$ cat config.mk
export PLATFORM = sky130hd
export DESIGN_NAME = unidade_forwarding
export DESIGN_NICKNAME = d
export VERILOG_FILES = /design/src/rtl/pkg_pipeline.sv /design/src/rtl/detecta_dependencia.sv /design/src/rtl/unidade_forwarding.sv
export SDC_FILE = /design/constraint.sdc
export NUM_CORES = 1
export LEC_CHECK = 0
export CAP_MARGIN = 5
export CORE_AREA = 3 3 48 50
export CTS_CLUSTER_DIAMETER = 60
export DETAILED_ROUTE_END_ITERATION = 7
export DIE_AREA = 0 0 51 53
export PLACE_DENSITY = 0.76
export SLEW_MARGIN = 40
export SYNTH_ARGS = -nofsm -noshare
export SYNTH_HDL_FRONTEND = slang
export SYNTH_SLANG_ARGS = --single-unit
$ cat constraint.sdc
create_clock -name clock -period 1.99 [get_ports clock]
set_input_delay 0.398 -clock clock [delete_from_list [all_inputs] [get_ports clock]]
set_output_delay 0.398 -clock clock [all_outputs]
set_load 0.02 [all_outputs]
$ cat src/rtl/pkg_pipeline.sv
// Shared pipeline definitions: register-address width,
// forwarding select encodings and hazard tracking entries.
package pkg_pipeline;

    localparam int REG_ADDR_W = 4;

    localparam logic [1:0] FWD_REG = 2'b00;
    localparam logic [1:0] FWD_ALU = 2'b10;
    localparam logic [1:0] FWD_WB  = 2'b01;

    typedef struct packed {
        logic                  valid;
        logic [REG_ADDR_W-1:0] rd;
        logic                  writes;
        logic                  load;
    } entrada_t;

    // An entry produces a value only if it is real, writes and is not r0.
    function automatic logic produtor(input entrada_t e);
        return e.valid && e.writes && (e.rd != '0);
    endfunction

endpackage

$ cat src/rtl/detecta_dependencia.sv
// Per-operand dependency check against the EX and MEM entries:
// yields the forwarding select and a load-use hit flag.
module detecta_dependencia
    import pkg_pipeline::*;
(
    input  logic [REG_ADDR_W-1:0] rs_i,
    input  entrada_t              ex_i,
    input  entrada_t              mem_i,
    output logic [1:0]            sel_o,
    output logic                  load_hit_o
);

    logic hit_ex;
    logic hit_mem;

    assign hit_ex  = produtor(ex_i) && (ex_i.rd == rs_i);
    assign hit_mem = produtor(mem_i) && (mem_i.rd == rs_i);

    // Youngest producer wins; a load in EX cannot be forwarded yet.
    always_comb begin
        sel_o      = FWD_REG;
        load_hit_o = hit_ex && ex_i.load;
        if (hit_ex && !ex_i.load) begin
            sel_o = FWD_ALU;
        end else if (hit_mem) begin
            sel_o = FWD_WB;
        end
    end

endmodule

$ cat src/rtl/unidade_forwarding.sv
// Forwarding select generation and load-use stall control
// for the ID->EX boundary of the 5-stage pipeline.
module unidade_forwarding
    import pkg_pipeline::*;
(
    input  logic                  clock,
    input  logic                  reset,
    input  logic                  congela,
    input  logic                  valido_id,
    input  logic [REG_ADDR_W-1:0] rs1_id,
    input  logic [REG_ADDR_W-1:0] rs2_id,
    input  logic [REG_ADDR_W-1:0] rd_id,
    input  logic                  escreve_reg_id,
    input  logic                  le_mem_id,
    output logic [1:0]            forwardA,
    output logic [1:0]            forwardB,
    output logic                  stall,
    output logic                  bolha_ex
);

    entrada_t   ex_q;
    entrada_t   ex_d;
    entrada_t   mem_q;
    logic [1:0] fwd_a_q;
    logic [1:0] fwd_a_d;
    logic [1:0] fwd_b_q;
    logic [1:0] fwd_b_d;
    logic [1:0] sel_a;
    logic [1:0] sel_b;
    logic       load_hit_a;
    logic       load_hit_b;

    detecta_dependencia u_dep_a (
        .rs_i       (rs1_id),
        .ex_i       (ex_q),
        .mem_i      (mem_q),
        .sel_o      (sel_a),
        .load_hit_o (load_hit_a)
    );

    detecta_dependencia u_dep_b (
        .rs_i       (rs2_id),
        .ex_i       (ex_q),
        .mem_i      (mem_q),
        .sel_o      (sel_b),
        .load_hit_o (load_hit_b)
    );

    assign stall    = valido_id && (load_hit_a || load_hit_b);
    assign bolha_ex = stall;
    assign forwardA = fwd_a_q;
    assign forwardB = fwd_b_q;

    // Next EX entry and selects; a stalled ID slot becomes a bubble.
    always_comb begin
        ex_d.valid  = valido_id && !stall;
        ex_d.rd     = rd_id;
        ex_d.writes = escreve_reg_id;
        ex_d.load   = le_mem_id;
        fwd_a_d     = FWD_REG;
        fwd_b_d     = FWD_REG;
        if (valido_id && !stall) begin
            fwd_a_d = sel_a;
            fwd_b_d = sel_b;
        end
    end

    // Advance tracking entries and selects unless frozen; reset wins.
    always_ff @(posedge clock) begin
        if (reset) begin
            ex_q    <= '0;
            mem_q   <= '0;
            fwd_a_q <= FWD_REG;
            fwd_b_q <= FWD_REG;
        end else if (!congela) begin
            mem_q   <= ex_q;
            ex_q    <= ex_d;
            fwd_a_q <= fwd_a_d;
            fwd_b_q <= fwd_b_d;
        end
    end

endmodule

### Clock wires, drivers and flops

Drawn at 8 px/um.
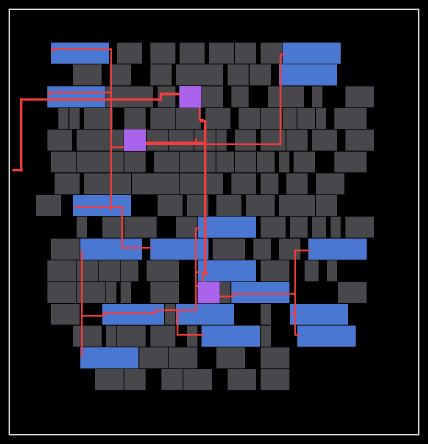
[clock wires] red | length: 221 um
[cells driving clock nets] purple | count: 3
[flip-flops] blue | count: 17
routed clock nets	4
Final Skew: 5.44 ps
clk pwr: 0.000196 W
Late-Pin Clk Latency: 300 ps
clock power share: 26.9%

### Cell density map

Drawn at 8 px/um. The die is cut into 10 by 11 equal tiles; dark blue is low, red is high, 0 to 100% covered.
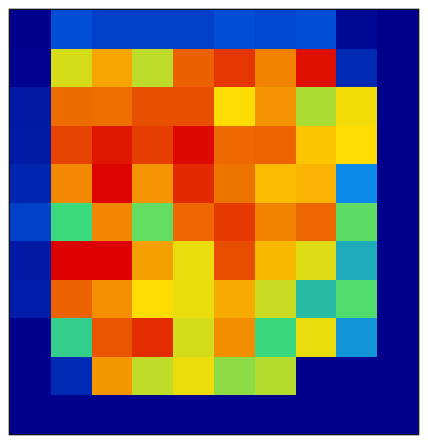
tiles over 75% full	37%
nearly empty tiles	25%
densest ninth of the die	centre
emptiest ninth of the die	south-east
fullest tile	100%
mean over tiles	49%

==> impl_metrics.json <==
{
  "timing.rr.start": "ex_q[4]",
  "syn-num-nets": 109,
  "clkbuf_count": 3,
  "clk_pin_slew_ps": 110,
  "antenna_cells": 0,
  "cts_resized": 23,
  "setup_tns_ps": -75.7,
  "most_common_cell": "dfxtp_1",
  "period_needed_ps": 2020,
  "synth_area_um2": 863,
  "nWellTaps": 27,
  "die_x_um": 51,
  "whs_ps": 457,
  "async_reset_ff_share_pct": 0,
  "warning_count": 28,
  "timing.final.crit_share_pct": 102,
  "cp.depth": 10,
  "setup.worst_path.start_class": "flip-flop",
  "setup_viol": 3,
  "cts_setup_buffers": 5,
  "first_global_vias": 841,
  "flop_area_um2": 343,
  "crit_buf_inv": 6,
  "io_buffer_count": 23,
  "synthTopCellsByCount": "dfxtp_1, nor2_1, mux2i_1, xnor2_1, xor2_1",
  "layout_top_cells": "buf_4, dfxtp_1, nor2_1, clkdlybuf4s50_1, mux2i_1",
  "drv_slew": 0,
  "core_region_area_um2": 1940,
  "pwr-share-seq_pct": 50.3,
  "fillers": 163,
  "ff_type": "dfxtp_1",
  "highest_layer": "met4",
  "placed_cell_area_um2": 1250,
  "enable_flop_cells": 0,
  "post-route-util_pct": 70.5,
  "finalPower_w": 0.000729,
  "violations": "negative setup slack",
  "fin_ws_ps": -31.8,
  "status": "finished, violations left",
  "cts_tree": "yes",
  "buf_share_pct": 30.3,
  "reg2regPathDepth": 10,
  "grt_most_used_layer": "met2"
}
### Routing congestion map

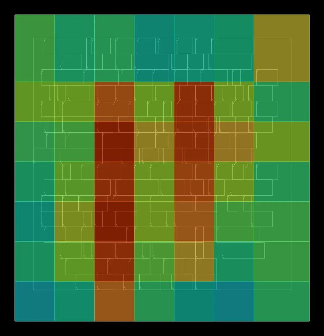
met1 usage: 17.0%
met2 Use GR: 34.8%
met3 Track Usage GR: 3.66%
WL per Instance: 13.8 um

### Met3 routing

Drawn at 10 px/um.
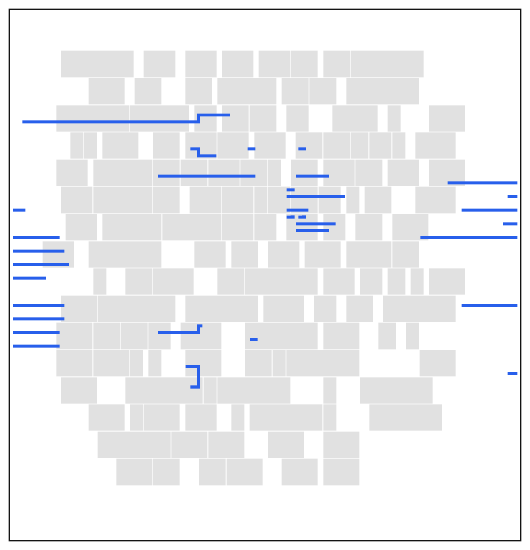
wire length on this layer	127 um
main direction	horizontal
share of all routed wire	5.6%
nets with wire on the layer	26
longest straight run	17.5 um
Total Wirelength: 2270 um
vias: 870

Power figures rest on the tool's default switching activity, not on a simulated workload.
